<file path="src/rtl/interp_tx_pkg.sv">
// Shared types and helpers for the interpreter stream transmitter.
// The WAIT_ACK state exists only when INTERP_TX_ACK_EN is defined.
package interp_tx_pkg;

  typedef enum logic [2:0] {
    IDLE,
    SETUP,
    HIGH,
    LOW
`ifdef INTERP_TX_ACK_EN
    , WAIT_ACK
`endif
  } tx_state_t;

  localparam int DEF_DATA_W = 32;
  localparam int DEF_OUT_W  = 8;
  localparam int DEF_DEPTH  = 8;

  localparam int CHUNKS = DEF_DATA_W / DEF_OUT_W;
  localparam int CNT_W  = (CHUNKS > 1) ? $clog2(CHUNKS) : 1;
  localparam int LVL_W  = $clog2(DEF_DEPTH) + 1;

  // Chunk slot (counted from the LSB end) that is transmitted first.
  function automatic int chunk_sel(input int chunks, input bit lsb_first);
    return lsb_first ? 0 : chunks - 1;
  endfunction

endpackage

</file>
<file path="src/rtl/interp_fifo.sv">
// Synchronous FIFO with occupancy count. A push into a full FIFO is accepted
// only when a pop happens in the same cycle.
module interp_fifo #(
  parameter int WIDTH = 32,
  parameter int DEPTH = 8
) (
  input  logic                     clk,
  input  logic                     reset,
  input  logic                     push,
  input  logic                     pop,
  input  logic [WIDTH-1:0]         wdata,
  output logic [WIDTH-1:0]         rdata,
  output logic                     full,
  output logic                     empty,
  output logic [$clog2(DEPTH):0]   level
);

  localparam int AW = $clog2(DEPTH);

  logic [WIDTH-1:0] mem [DEPTH];
  logic [AW-1:0]    wr_ptr;
  logic [AW-1:0]    rd_ptr;
  logic             do_push;
  logic             do_pop;

  assign full    = (level == (AW+1)'(DEPTH));
  assign empty   = (level == '0);
  assign do_pop  = pop & ~empty;
  assign do_push = push & (~full | do_pop);
  assign rdata   = mem[rd_ptr];

  always_ff @(posedge clk) begin
    if (do_push) begin
      mem[wr_ptr] <= wdata;
    end
  end

  always_ff @(posedge clk) begin
    if (reset) begin
      wr_ptr <= '0;
      rd_ptr <= '0;
      level  <= '0;
    end else begin
      if (do_push) begin
        wr_ptr <= wr_ptr + 1'b1;
      end
      if (do_pop) begin
        rd_ptr <= rd_ptr + 1'b1;
      end
      case ({do_push, do_pop})
        2'b10:   level <= level + 1'b1;
        2'b01:   level <= level - 1'b1;
        default: level <= level;
      endcase
    end
  end

endmodule

</file>
<file path="src/rtl/interp_stream_tx.sv">
// Captures CPU load data while COM is active and serialises it to the
// interpreter in OUT_W-bit chunks. Define INTERP_TX_ACK_EN for ack pacing.
module interp_stream_tx
  import interp_tx_pkg::*;
#(
  parameter int DATA_W    = DEF_DATA_W,
  parameter int OUT_W     = DEF_OUT_W,
  parameter int DEPTH     = DEF_DEPTH,
  parameter int STROBE_HI = 2,
  parameter int STROBE_LO = 2,
  parameter bit LSB_FIRST = 1'b1
) (
  input  logic                   clk,
  input  logic                   reset,
  input  logic                   com_en,
  input  logic                   capture_en,
  input  logic [DATA_W-1:0]      read_data,
  input  logic                   ack_in,
  output logic                   stall,
  output logic                   clk_out,
  output logic [OUT_W-1:0]       data_out,
  output logic                   busy,
  output logic [$clog2(DEPTH):0] level,
  output logic                   overflow
);

  localparam int NCHUNK    = DATA_W / OUT_W;
  localparam int CW        = (NCHUNK > 1) ? $clog2(NCHUNK) : 1;
  localparam int SMAX      = (STROBE_HI > STROBE_LO) ? STROBE_HI : STROBE_LO;
  localparam int SW        = (SMAX > 1) ? $clog2(SMAX) : 1;
  localparam int FIRST_POS = chunk_sel(NCHUNK, LSB_FIRST);

  tx_state_t         state, state_nx;
  logic [SW-1:0]     strobe_cnt, strobe_nx;
  logic [CW-1:0]     chunk_cnt, chunk_nx;
  logic [DATA_W-1:0] shreg, shreg_nx, shifted;
  logic [OUT_W-1:0]  dout_nx;
  logic [DATA_W-1:0] fifo_head;
  logic              fifo_full, fifo_empty;
  logic              push_req, pop, next_chunk;

  assign push_req = com_en & capture_en;
  assign shifted  = LSB_FIRST ? (shreg >> OUT_W) : (shreg << OUT_W);
  assign stall    = fifo_full;
  assign clk_out  = (state == HIGH);
  assign busy     = (state != IDLE) | ~fifo_empty;

  interp_fifo #(
    .WIDTH (DATA_W),
    .DEPTH (DEPTH)
  ) u_fifo (
    .clk   (clk),
    .reset (reset),
    .push  (push_req),
    .pop   (pop),
    .wdata (read_data),
    .rdata (fifo_head),
    .full  (fifo_full),
    .empty (fifo_empty),
    .level (level)
  );

  always_comb begin
    state_nx   = state;
    strobe_nx  = strobe_cnt;
    chunk_nx   = chunk_cnt;
    shreg_nx   = shreg;
    dout_nx    = data_out;
    pop        = 1'b0;
    next_chunk = 1'b0;
    case (state)
      IDLE: begin
        if (!fifo_empty) begin
          pop      = 1'b1;
          shreg_nx = fifo_head;
          dout_nx  = fifo_head[FIRST_POS*OUT_W +: OUT_W];
          chunk_nx = CW'(NCHUNK - 1);
          state_nx = SETUP;
        end
      end
      SETUP: begin
        strobe_nx = '0;
        state_nx  = HIGH;
      end
      HIGH: begin
        if (strobe_cnt == SW'(STROBE_HI - 1)) begin
          strobe_nx = '0;
          state_nx  = LOW;
        end else begin
          strobe_nx = strobe_cnt + 1'b1;
        end
      end
      LOW: begin
        if (strobe_cnt == SW'(STROBE_LO - 1)) begin
          strobe_nx = '0;
`ifdef INTERP_TX_ACK_EN
          state_nx  = WAIT_ACK;
`else
          next_chunk = 1'b1;
`endif
        end else begin
          strobe_nx = strobe_cnt + 1'b1;
        end
      end
`ifdef INTERP_TX_ACK_EN
      WAIT_ACK: begin
        if (ack_in) begin
          next_chunk = 1'b1;
        end
      end
`endif
      default: state_nx = IDLE;
    endcase

    // The last chunk leaves data_out untouched so it holds through IDLE.
    if (next_chunk) begin
      if (chunk_cnt != '0) begin
        chunk_nx = chunk_cnt - 1'b1;
        shreg_nx = shifted;
        dout_nx  = shifted[FIRST_POS*OUT_W +: OUT_W];
        state_nx = SETUP;
      end else begin
        state_nx = IDLE;
      end
    end
  end

  always_ff @(posedge clk) begin
    if (reset) begin
      state      <= IDLE;
      strobe_cnt <= '0;
      chunk_cnt  <= '0;
      shreg      <= '0;
      data_out   <= '0;
      overflow   <= 1'b0;
    end else begin
      state      <= state_nx;
      strobe_cnt <= strobe_nx;
      chunk_cnt  <= chunk_nx;
      shreg      <= shreg_nx;
      data_out   <= dout_nx;
      if (push_req && fifo_full && !pop) begin
        overflow <= 1'b1;
      end
    end
  end

`ifndef INTERP_TX_ACK_EN
  logic unused_ack;
  assign unused_ack = ack_in;
`endif

endmodule

</file>
<file path="config.mk">
export PLATFORM = sky130hd
export DESIGN_NAME = interp_stream_tx
export DESIGN_NICKNAME = d
export VERILOG_FILES = /design/src/rtl/interp_tx_pkg.sv /design/src/rtl/interp_fifo.sv /design/src/rtl/interp_stream_tx.sv
export SDC_FILE = /design/constraint.sdc
export NUM_CORES = 1
export LEC_CHECK = 0
export CORE_ASPECT_RATIO = 2
export CORE_MARGIN = 2
export CORE_UTILIZATION = 35
export DETAILED_ROUTE_END_ITERATION = 16
export HOLD_SLACK_MARGIN = 0.08
export SLEW_MARGIN = 20
export SYNTH_ARGS = -nofsm -noshare
export SYNTH_HDL_FRONTEND = slang
export SYNTH_HIERARCHICAL = 1
export SYNTH_SLANG_ARGS = --single-unit
</file>
<file path="constraint.sdc">
create_clock -name clk -period 13.45 [get_ports clk]
set_input_delay 2.0175 -clock clk [delete_from_list [all_inputs] [get_ports clk]]
set_output_delay 2.0175 -clock clk [all_outputs]
set_load 0.02 [all_outputs]
</file>
### Cell density map

Scale: 1.5 px per micron. The die is cut into 14 by 27 equal tiles; black is low, pale yellow is high, 0 to 100% covered.
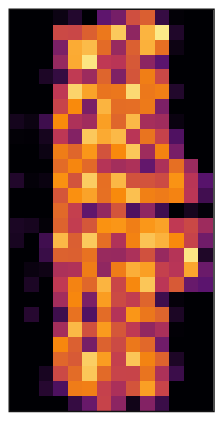
- fullest tile: 95%
- mean over tiles: 37%
- tiles over 75% full: 13%
- nearly empty tiles: 30%

==> flow_summary.ini <==
; physical design summary
[run_status]
status = completed

[worst_setup_path]
cp_slowest_stage_delay_ns = 0.77
end_kind = flip-flop
cpLargestDelayFamily = simple AND/OR/NAND/NOR gates
path_class = reg -> reg
crit_path_start = u_fifo/level[0]
timing.critical_path.fanout_max = 34
arrival_time_at_the_worst_endpoint_ns = 4.60
critical_path_buf_inv_count = 2
timing.critical_path.cells = or3_1, nor2_1, nand2b_2, inv_1, nand2b_1, o211ai_1, nor3_2, buf_4
startpoint_type = flip-flop

[sta]
layout_setup_ws_ns = 9.06
totalNegativeSetupSlack_ns = 0
relSlewSlack = 0.375
tightest_slew_ns = 0.937
final.setup_skew_ns = 0.0153
grt_setup_unrepaired = no
final_hold_viol_count = 0
number_of_pins_exceeding_their_max_slew_limit_in_the_final_report = 0

[finish]
postLayoutCellArea_sq_um = 14000
ratio_of_cells_with_drive_above_1_in_the_final_layout = 0.180
num-nonclk-inverters = 7
sequential_cell_total = 307
proportion_of_cell_area_occupied_by_registers = 0.624
combAreaFraction = 0.231
regArea_sq_um = 8720
filler_instances = 2979
final_core_utilization = 0.408
nonClkBufAreaFrac = 0.0433
final_nets = 715
count_of_inserted_antenna_diode_cells = 0

[routing]
drc_errors = 0
top_layer = met4
routedLengthMet1_mm = 8.79
via_per_inst = 5.20
finalWirelength_mm = 25.2
dr_total_vias = 5875
met2WireLength_mm = 14.4

[yosys]
compound_area_frac = 0.0367
yosys.cell_types.count = 42
synth_adder_area_share = 0.00991
yosys-stat-cells = 615
synthTopCellsByCount = sky130_fd_sc_hd__edfxtp_1 (256), sky130_fd_sc_hd__dfxtp_1 (51), sky130_fd_sc_hd__mux4_1 (40)
synth_mux_share = 0.183
async_flop_share = 0
top_area_frac = 0.634
post_synth_main_logic_family = multiplexers
synth-warning-count = 6
ys_seq_elements = 307
syn-cell-area_sq_um = 12100
post_synth.cell_area_avg_sq_um = 19.7
synthFlopType = sky130_fd_sc_hd__edfxtp_1
netlist.top_cell.by_area = sky130_fd_sc_hd__edfxtp_1

[floorplanning]
boundaryPins = 53
nWellTaps = 441
fp.dieH_microns = 267
core_utilization_at_floorplan = 0.354

[clock_network]
numClockSinks = 307
cts_resizes = 0
htree_levels = 1
postCtsSetupBuffers = 0
numCtsBuffers = 26
root_buffer_master = sky130_fd_sc_hd__clkbuf_16
tritoncts_clock_tree = done
cts.hold.buffers_added = 0

[pwr]
p_total_mw = 2.52
power_density_nw_per_um2 = 180
p_sw_mw = 0.700
power.share.switching = 0.278
vdd_ir_drop_max_v = 0.000173
p_comb_frac = 0.237
power.internal_mw = 1.82

[flow_run]
max-cap-violations = 0
log.warning_count = 30

[placed_design]
gpl.final_weighted_congestion = 0.717
dpl-instance-area_sq_um = 13100
pre_cts_slack_ns = 8.96

[grt]
grt_usage = 0.140

[worst_hold_path]
holdPathStages = 1
hold_start = shreg[25]
### Layout detail

Region (55, 121) to (80, 146) microns. Cells in grey, sequential cells in the stronger grey; small squares are vias.
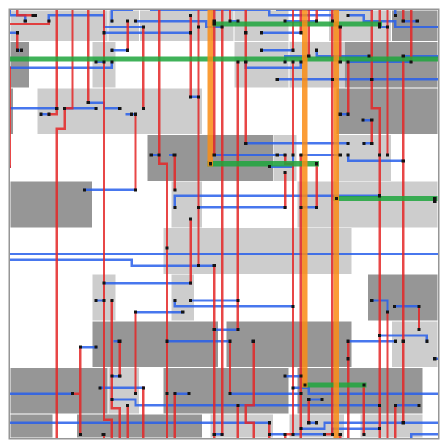
- blue: M1
- orange: M4
- red: M2
- green: M3
- netlist names of flops here include: shreg (9), u_fifo/mem (1)
- most frequent: dfxtp_1 (9), o2bb2ai_1 (6), nand2_1 (5)
- sequential cells in the window: 10
- cells with their middle in the window: 32

power groups by stage:
stage	sequential [mW]	clock, mW	combinational [mW]
6_report	1.18	0.735	0.597
5_1_grt	1.20	0.787	0.646
4_1_cts	1.21	0.754	0.574
3_5_place_dp	1.23	0	0.572
3_3_place_gp	1.22	0	0.550
2_1_floorplan	1.17	0	0.471
per-layer routing:
| metal | track usage | vias up |
|---|---|---|
| met4 | 0.0707 | 0 |
| met1 | 0.140 | 3068 |
| met2 | 0.275 | 128 |
| met3 | 0.0193 | 51 |
| met5 | 0 | - |
| li1 | - | 2628 |
cells in the final DEF (no fill, tap or decap), drive strengths merged:
master and n:
clkdlybuf4s50 51, a311oi 4, o2111ai 1, inv 8, nand3 1, nor4bb 1
bufinv 2, a21oi 13, o2bb2ai 23, buf 11, or2 2, and3b 1
clkinv 12, or4b 1, nor2 23, fa 1, nand4 3, xnor2 3
nor3 3, o21ai 5, a31oi 1, dfxtp 51, clkinvlp 3, clkbuf 29
edfxtp 256, or4 1, and2 2, or3 3, xor2 4, mux2i 26
or3b 1, mux2 32, o21ba 1, o211ai 4, nand2 23, mux4 64
a211oi 3, o311a 2, ha 8, nand2b 5
worst max path at each step:
stage | endpoint | slack, ns | cells past startpoint
CTS | u_fifo/mem[1][14] | 9.05 | 8
detailed placement | u_fifo/mem[0][19] | 8.96 | 6
finish | u_fifo/mem[1][19] | 9.06 | 8
global route | u_fifo/mem[1][16] | 8.74 | 8
global placement | u_fifo/mem[0][20] | 9.03 | 6
floorplan | u_fifo/mem[0][0] | 8.03 | 5
flip-flops by register name, summed over array words and instances (netlist names), named ones only:
name and count:
u_fifo/mem 256, shreg 24, data_out 8, u_fifo/level 4
u_fifo/rd_ptr 3, u_fifo/wr_ptr 3, chunk_cnt 2, state 2
overflow 1, strobe_cnt 1
Power figures rest on the tool's default switching activity, not on a simulated workload.
